### Routing congestion, run 1

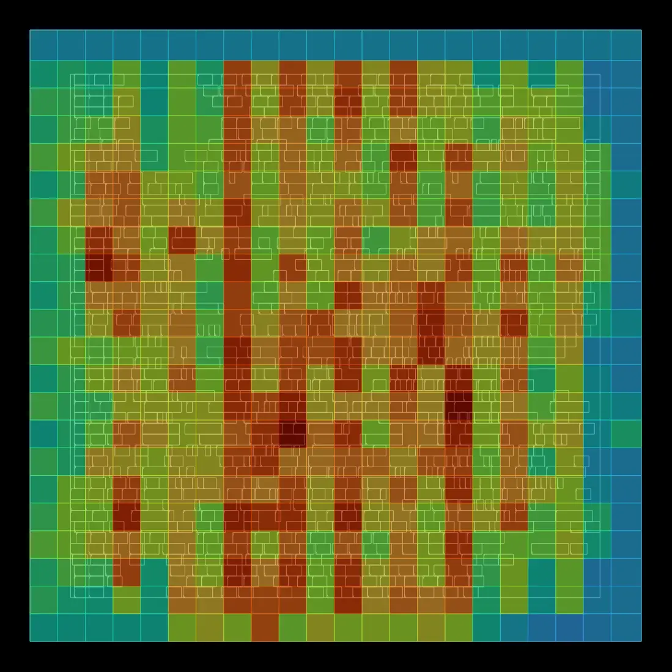
### Gate families picked out, run 1

Scale: 2 px per um.
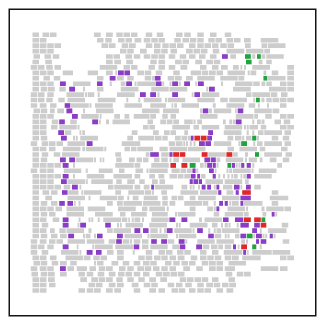
### Sizing map, run 1

Scale: 2 px per um.
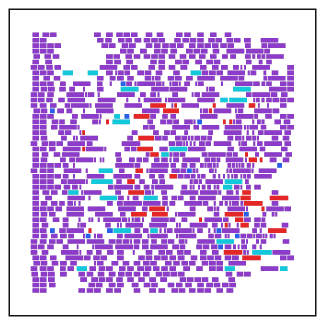
`src/rtl/uart_frame_arb.sv`:
```
// ============================================================================
// Module   : uart_frame_arb
// Purpose  : Round-robin arbiter that shares one UART byte transmitter
//            between NREQ telemetry requesters. Each grant sends one frame:
//            SYNC, ID, 8 msg bytes (MSB first) and an optional XOR checksum.
// Revision : 1.0 - initial release
// ============================================================================
`default_nettype none

module uart_frame_arb #(
    parameter int         NREQ   = 4,
    parameter logic [7:0] SYNC   = 8'hA5,
    parameter bit         CHK_EN = 1'b1
) (
    input  logic                 clk_50m,
    input  logic                 sys_rstn,
    input  logic                 en,
    input  logic [NREQ-1:0]      u_req,
    output logic [NREQ-1:0]      u_ack,
    input  logic [NREQ*64-1:0]   u_msg,
    output logic [7:0]           tx_data,
    output logic                 tx_valid,
    input  logic                 tx_ready,
    output logic                 busy,
    output logic [15:0]          frame_cnt
);

    localparam int GW = (NREQ > 1) ? $clog2(NREQ) : 1;

    typedef enum logic [2:0] {
        S_IDLE = 3'd0,
        S_SYNC = 3'd1,
        S_ID   = 3'd2,
        S_DATA = 3'd3,
        S_CHK  = 3'd4
    } state_t;

    state_t          state;
    logic [GW-1:0]   last_grant;
    logic [NREQ-1:0] armed;
    logic [63:0]     msg;
    logic [2:0]      cur_ch;
    logic [3:0]      seq;
    logic [2:0]      byte_idx;

    logic [NREQ-1:0] elig;
    logic            grant_any;
    logic [GW-1:0]   grant_idx;
    logic [GW:0]     scan_sum;
    logic [7:0]      id_byte;
    logic [7:0]      chk_byte;
    logic [7:0]      data_nxt;
    logic            accept;

    assign elig     = u_req & armed;
    assign accept   = tx_valid && tx_ready;
    assign id_byte  = {seq, 1'b0, cur_ch};
    // Byte k sits at bit offset 8*(7-k); for 3-bit k, 7-k is simply ~k.
    assign data_nxt = msg[{~(byte_idx + 3'd1), 3'b000} +: 8];

    // Scan from farthest to nearest so the nearest eligible channel after
    // last_grant is the one that survives.
    always_comb begin
        grant_any = 1'b0;
        grant_idx = last_grant;
        scan_sum  = '0;
        for (int i = NREQ; i >= 1; i--) begin
            scan_sum = {1'b0, last_grant} + (GW+1)'(i);
            if (scan_sum >= (GW+1)'(NREQ))
                scan_sum = scan_sum - (GW+1)'(NREQ);
            if (elig[scan_sum[GW-1:0]]) begin
                grant_any = 1'b1;
                grant_idx = scan_sum[GW-1:0];
            end
        end
    end

    always_comb begin
        chk_byte = id_byte;
        for (int k = 0; k < 8; k++)
            chk_byte = chk_byte ^ msg[8*k +: 8];
    end

    always_ff @(posedge clk_50m or negedge sys_rstn) begin
        if (!sys_rstn) begin
            state      <= S_IDLE;
            u_ack      <= '0;
            tx_data    <= 8'h00;
            tx_valid   <= 1'b0;
            busy       <= 1'b0;
            frame_cnt  <= 16'h0000;
            seq        <= 4'h0;
            last_grant <= GW'(NREQ-1);
            armed      <= '1;
            msg        <= 64'h0;
            cur_ch     <= 3'd0;
            byte_idx   <= 3'd0;
        end else begin
            u_ack <= '0;
            // A channel re-arms only after it has been seen low.
            armed <= armed | ~u_req;
            case (state)
                S_IDLE: begin
                    if (en && grant_any) begin
                        msg               <= u_msg[64*grant_idx +: 64];
                        last_grant        <= grant_idx;
                        cur_ch            <= 3'(grant_idx);
                        u_ack             <= NREQ'(1) << grant_idx;
                        armed[grant_idx]  <= 1'b0;
                        tx_data           <= SYNC;
                        tx_valid          <= 1'b1;
                        busy              <= 1'b1;
                        state             <= S_SYNC;
                    end
                end
                S_SYNC: begin
                    if (accept) begin
                        tx_data <= id_byte;
                        state   <= S_ID;
                    end
                end
                S_ID: begin
                    if (accept) begin
                        tx_data  <= msg[63:56];
                        byte_idx <= 3'd0;
                        state    <= S_DATA;
                    end
                end
                S_DATA: begin
                    if (accept) begin
                        if (byte_idx == 3'd7) begin
                            if (CHK_EN) begin
                                tx_data <= chk_byte;
                                state   <= S_CHK;
                            end else begin
                                tx_valid  <= 1'b0;
                                busy      <= 1'b0;
                                frame_cnt <= frame_cnt + 16'd1;
                                seq       <= seq + 4'd1;
                                state     <= S_IDLE;
                            end
                        end else begin
                            tx_data  <= data_nxt;
                            byte_idx <= byte_idx + 3'd1;
                        end
                    end
                end
                S_CHK: begin
                    if (accept) begin
                        tx_valid  <= 1'b0;
                        busy      <= 1'b0;
                        frame_cnt <= frame_cnt + 16'd1;
                        seq       <= seq + 4'd1;
                        state     <= S_IDLE;
                    end
                end
                default: state <= S_IDLE;
            endcase
        end
    end

endmodule

`default_nettype wire
```
`config.mk`:
```
export PLATFORM = sky130hd
export DESIGN_NAME = uart_frame_arb
export DESIGN_NICKNAME = d
export VERILOG_FILES = /design/src/rtl/uart_frame_arb.sv
export SDC_FILE = /design/constraint.sdc
export NUM_CORES = 1
export LEC_CHECK = 0
export CORE_MARGIN = 10
export CORE_UTILIZATION = 42
export DETAILED_ROUTE_END_ITERATION = 10
export GPL_TIMING_DRIVEN = 0
export PLACE_DENSITY = 0.78
export SLEW_MARGIN = 20
export SYNTH_ARGS = -nofsm -noshare
export SYNTH_HDL_FRONTEND = slang
export SYNTH_SLANG_ARGS = --single-unit
```
`constraint.sdc`:
```
create_clock -name clk_50m -period 4.5 [get_ports clk_50m]
set_input_delay 0.675 -clock clk_50m [delete_from_list [all_inputs] [get_ports clk_50m]]
set_output_delay 0.675 -clock clk_50m [all_outputs]
set_load 0.02 [all_outputs]
```
==> impl_metrics.yaml, run 1 <==
# generated from flow reports
flow_run:
  maxCapViolations: 0
place:
  preCtsSetupSlack_ns: 1.504
  hpwl_um: 22020
  placedCellCount: 1199
  portBuffers: 293
setup_path:
  endpoint_kind: "flop"
  worst_ep_required_time_ns: 4.73
  critPathLaunchType: "input pin"
  cp_max_fo: 10
final_timing:
  worst_pin_slew_ns: 0.5973
  skew_ns: 0.007248
  period_used_share: 0.5871
  max_freq_mhz: 378.5
  setup_violations: 0
  slew_violations: 0
drt:
  drc: 0
  num_vias: 6707
  antenna_left: 0
  highest_layer: "met4"
synthesis:
  seq_area_frac_synth: 0.3779
  syn_nets: 948
  edf_count: 0
  synthArstFlopShare: 1.000
  ys.flop_type: "dfrtp_1"
  synth_top_cell_by_area: "dfrtp_1"
outcome:
  status: "completed"
clock_tree:
  clk_latency_ns: 0.36
  cts_tree: "built"
  cts_hold_buffers: 0
  cts_max_level: 3
grt:
  grt_max_degree: 58
  grt.total_usage: 0.2209
  grt_overflow: 0
cells_and_area:
  fillCellCount: 1453
  antenna_cells_inserted: 0
die:
  ioPinCount: 294
  die-width_um: 152.5
  fp.dieH_um: 152.5
  fp_util: 0.4276
About 'Routing congestion':
grt met2 use: 0.3903
final core occ: 0.6335
GR met3 Demand/Resource: 0.05871
GR Layer Usage met1: 0.2492

About 'Gate families picked out':
| colour | family | cells | most used |
|---|---|---|---|
| red | non-inverting ao/oa cells | 13 | a22o_1 |
| purple | aoi and oai cells | 112 | o221ai_1 |
| green | and/or cells | 13 | and3_1 |

About 'Sizing map':
| colour | size | cells |
|---|---|---|
| cyan | x6 and larger | 25 |
| blue | x3 and x4 | 13 |
| red | x2 | 39 |
| purple | x1 and smaller | 913 |

run 1: cell usage after synthesis (4+ instances only):
cell type  count
buf_4          4
buf_2         13
mux4_1         7
o221ai_1      65
nand2_1       90
clkbuf_4       6
a22o_1         9
dfstp_2        6
xnor2_1       70
nand4_1        4
and3_1         4
nor2b_1        5
mux4_2         9
a211oi_1       4
ha_1           4
nand2b_1       4
o22ai_1        4
dfrtp_1      105
o21ai_0        9
clkbuf_1      14
buf_8          6
nor2_1        19
a21oi_1       11
inv_1         13
xor2_1        10
nand3_1        5
mux2i_1      133
run 1: worst paths after layout:
check / startpoint / to / slack (ns) / depth (start not counted)
worst max-delay path: u_req[1] / msg[62] / 1.86 / 8
worst min-delay path: sys_rstn / u_ack[1] / 0.25 / 1
worst max register to register: byte_idx[1] / tx_data[3] / 1.89 / 7
worst min register to register: frame_cnt[15] / frame_cnt[15] / 0.48 / 1
max in group asynchronous: sys_rstn / armed[3] / 3.56 / 2
min in group clk_50m: frame_cnt[15] / frame_cnt[15] / 0.48 / 1
run 1: critical path: stages:
cell and delay, ns:
clkdlybuf4s50_1 0.54, nand2_1 0.11, o311ai_1 0.28, buf_4 0.29
buf_12 0.21, buf_8 0.17, mux2i_1 0.42, o221ai_1 0.16
run 1: cell families after synthesis:
group / count (synthesis) / synth area share
buffers and inverters: 62 / 0.05552
and+or+nand+nor: 146 / 0.08964
muxes: 152 / 0.2377
xor gates and xnor gates: 80 / 0.09508
AOI/OAI and AO/OA: 125 / 0.1374
adders and majority gates: 4 / 0.006791
DFF: 111 / 0.3779
run 1: per-stage QoR:
step | power [uW] | cell area (um^2)
6_report | 2256 | 10920
2_1_floorplan | 1152 | 7370
4_1_cts | 2277 | 10920
3_3_place_gp | 1440 | 10580
5_1_grt | 2335 | 10920
3_5_place_dp | 1446 | 10610
run 1: flip-flops by register name (all words and copies together), names as in the netlist:
signal      cells
state           3
frame_cnt      16
cur_ch          2
u_ack           4
last_grant      2
byte_idx        3
busy            1
msg            64
seq             4
armed           4
tx_data         8
run 1: cell usage in the layout, fill, tap and decap left out, types with 7 or more instances in the layout:
cell type        synthesis  final
a21oi_1                 11     11
a22o_1                   9      9
buf_2                   13     13
clkbuf_1                14     14
clkbuf_16                0      9
clkdlybuf4s50_1          0    292
dfrtp_1                105    105
inv_1                   13     13
mux2i_1                133    133
mux4_1                   7      7
mux4_2                   9      9
nand2_1                 90     90
nor2_1                  19     19
o21ai_0                  9      9
o221ai_1                65     65
xnor2_1                 70     70
xor2_1                  10     10
run 1: metal layers:
layer  track usage  vias to the layer above
li1              -                     3151
met1        0.2492                     3246
met2        0.3903                      269
met3       0.05871                       41
met4       0.08220                        0
met5             0                        -
run 1: report_power, final:
group	internal [uW]	total [uW]	switching (uW)
logic	281	424	143
registers	997	997	0
clock network	449	835	385
run 1: cell type report:
type | count | area share
repair buffers | 294 | 0.2712
inverters | 13 | 0.004469
multi-input cells | 507 | 0.3824
flip-flops and latches | 111 | 0.2551
plain buffers | 49 | 0.03300
clock inverters | 6 | 0.006188
well taps | 225 | 0.02578
clock buffers | 10 | 0.02189
==> run 1 -> run 2 <==
Settings changed: CORE_UTILIZATION 42 to 40.
Clock period 4.5 ns to 2.2 ns, I/O delays scaled along.
==> run 2 against run 1 <==
Power grew 100%. Synthesized cell count is the same. Via count grew 0.42%. Critical path type is now flop to flop. Flip-flop count is the same. Die size grew 4.3%. Largest power group unchanged. Count of clock-buffer cells in the layout grew 1. Critical endpoint is now tx_data[3]. Highest routed layer unchanged. Non-clock buffer count grew 7. Utilization shrank 1.8 points.
==> impl_metrics.yaml, run 2 <==
# generated from flow reports
outcome:
  status: "completed"
clock_tree:
  cts_buffers: 9
  clk_latency_ns: 0.37
  cts_tree: "built"
  cts_max_level: 3
pwr:
  power.total_uw: 4541
  combPwrFrac: 0.199
  clkPwrFrac: 0.352
  p_int_uw: 3449
  swShare: 0.2405
  p_per_area_nw_per_um2: 409.3
  p_switching_uw: 1092
  seqPwrFrac: 0.449
  total_leakage_power_uw: 0.004862
die:
  fp.dieH_um: 155.7
  ioPinCount: 294
  die-width_um: 155.7
  fp_util: 0.4089
drt:
  wl_um: 26460
  antenna_left: 0
  drc: 0
  drt_iter0_drc: 315
final_timing:
  setup_violations: 0
  period_used_share: 0.9686
  rsz0062_at_grt: "true"
  worst_pin_slew_ns: 0.5102
  slew_violations: 0
  skew_ns: 0.01313
setup_path:
  cp_cell_sequence: "ha_2, ha_4, buf_8, mux4_2, a211oi_2, a211oi_1, a211o_1"
  critPathLaunchType: "flop"
  endpoint_kind: "flop"
  cp_max_fo: 10
  r2r_setup_slack_ns: 0.07
  critical-path-slowest-cell: "dfrtp_1"
  worst_ep_required_time_ns: 2.44
cells_and_area:
  final_area_um2: 11100
  final_cell_mix: "292 x clkdlybuf4s50_1, 122 x mux2i_1, 105 x dfrtp_1"
  largest_register_ffs: 64
  reg.largest.list: "msg: 64 flops, frame_cnt: 16 flops, tx_data: 8 flops"
  antenna_cells_inserted: 0
  fillCellCount: 1523
  regMostFlops: "msg"
  fin_util: 0.6156
synthesis:
  synth_top_cell_by_area: "dfrtp_1"
  yosysCellCount: 680
  synthArstFlopShare: 1.000
  synth_cells: 680
  common_cells: "133 x mux2i_1, 105 x dfrtp_1, 90 x nand2_1, 70 x xnor2_1, 65 x o221ai_1"
  syn_nets: 948
  ys.flop_type: "dfrtp_1"
  topCellsByArea: "dfrtp_1 36%, mux2i_1 18%, xnor2_1 8.3%, o221ai_1 7.7%, nand2_1 4.6%"
  edf_count: 0
  yosysMostFrequentCell: "mux2i_1"
place:
  place.gp.congestion: 0.8774
  portBuffers: 293
  hpwl_um: 21950
  place_area_um2: 10620
grt:
  grt_max_degree: 60
  grt_overflow: 0
flow_run:
  maxCapViolations: 0
-- run 2: cell counts after synthesis --
No cell type changed its count.
-- run 2: repair_timing --
action,CTS,global route
hold buffers,1,0
gates cloned,0,0
setup buffers,3,4
gates resized,15,12
endpoints found under the setup margin,38,67
hold endpoints to repair,49,0
pin swaps,0,2
-- run 2: area by class of cell --
cell class	instances	area [um^2]	share of cell area
buffer	48	372.9	0.03360
inverter	13	48.80	0.004398
sequential	111	2785	0.2510
timing repair buffer	302	3024	0.2726
tap	229	286.5	0.02582
multi-input combinational	507	4293	0.3869
clock inverter	5	42.54	0.003834
clock buffer	11	242.7	0.02188
-- run 2: worst paths after layout --
check	startpoint	end	cells after the start
min in group clk_50m	frame_cnt[15]	frame_cnt[15]	1
hold / removal	sys_rstn	u_ack[2]	2
setup reg to reg	byte_idx[1]	tx_data[3]	7
hold reg to reg	frame_cnt[15]	frame_cnt[15]	1
max in group asynchronous	sys_rstn	last_grant[0]	3
setup / recovery	byte_idx[1]	tx_data[3]	7
-- run 2: logic make-up (layout without fill, tap and decap cells) --
family                     count (synthesis)  after routing  synth area share
adders and majority gates                  4              4          0.006791
buffers and inverters                     62            379           0.05552
xor gates and xnor gates                  80             80           0.09508
and+or+nand+nor                          146            146           0.08964
DFF                                      111            111            0.3779
muxes                                    152            152            0.2377
AOI/OAI and AO/OA                        125            125            0.1374
-- run 2: power by group through the flow --
stage,registers [uW],logic (uW),clock network [uW]
finish,2040,904,1600
global route,2040,963,1720
CTS,2040,904,1630
detailed placement,2080,876,0
global placement,2080,864,0
floorplan,2080,277,0
-- run 2: per-layer routing --
layer  global-route usage  part of all wire  routed length (um)  vias up
li1                     -                 -                   -     3166
met1               0.2473              0.39               10310     3287
met2               0.3756              0.52               13630      249
met3              0.06148             0.072                1908       33
met4              0.06417             0.023                 610        0
met5                    0                 0                   0        -
-- run 2: metrics by stage --
stage	instances	hold WS [ns]	setup TNS, ns	worst slack (ns)
after floorplan	680	0.03441	0	0.1342
after global placement	1202	0.4598	-393.85	-3.454
after detailed placement	1203	0.3155	-19.94	-0.4510
after CTS	1223	0.4774	0	0.0001081
after global routing	1226	0.4932	-0.1215	-0.03111
final	1226	0.4706	0	0.06906
-- run 2: worst max-delay path, delay by kind of cell, from the launching register on --
family,cells,cell delay [ns]
buf+inv,1,0.15
compound gates,3,0.62
mux,1,0.31
flops,1,0.41
fa+ha+maj,2,0.50
### Gate families picked out, run 2

Scale: 2 px per um.
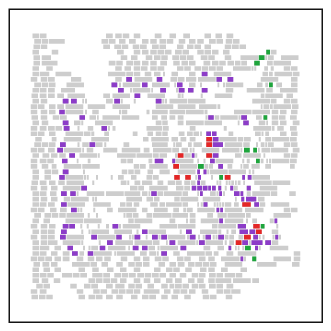
dominant logic cell type in the layout: clkdlybuf4s50_1
fin cells: 1226
combinational share of cell area: 0.3869

### Routing congestion, run 2

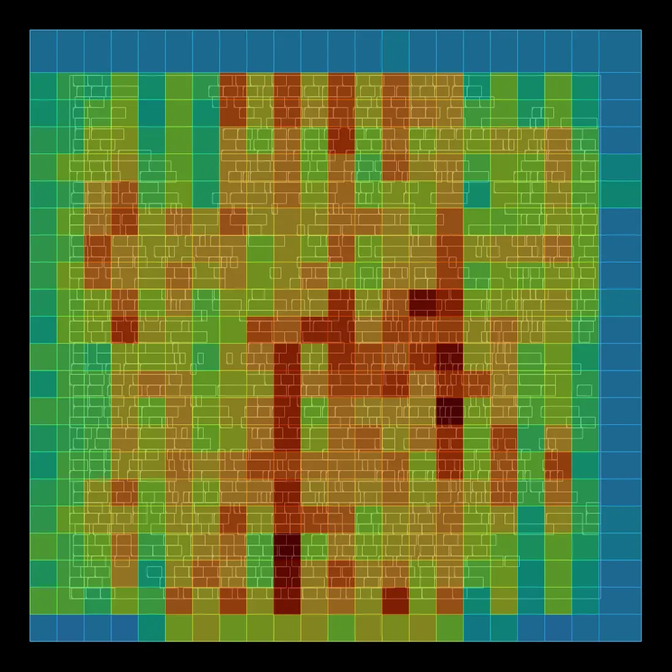
grt met2 use: 0.3756
GR met3 Demand/Resource: 0.06148
Wirelength per Cell: 21.58 um
gr usage total: 0.2142

No activity file was given, so power comes from the tool's default toggle rates.
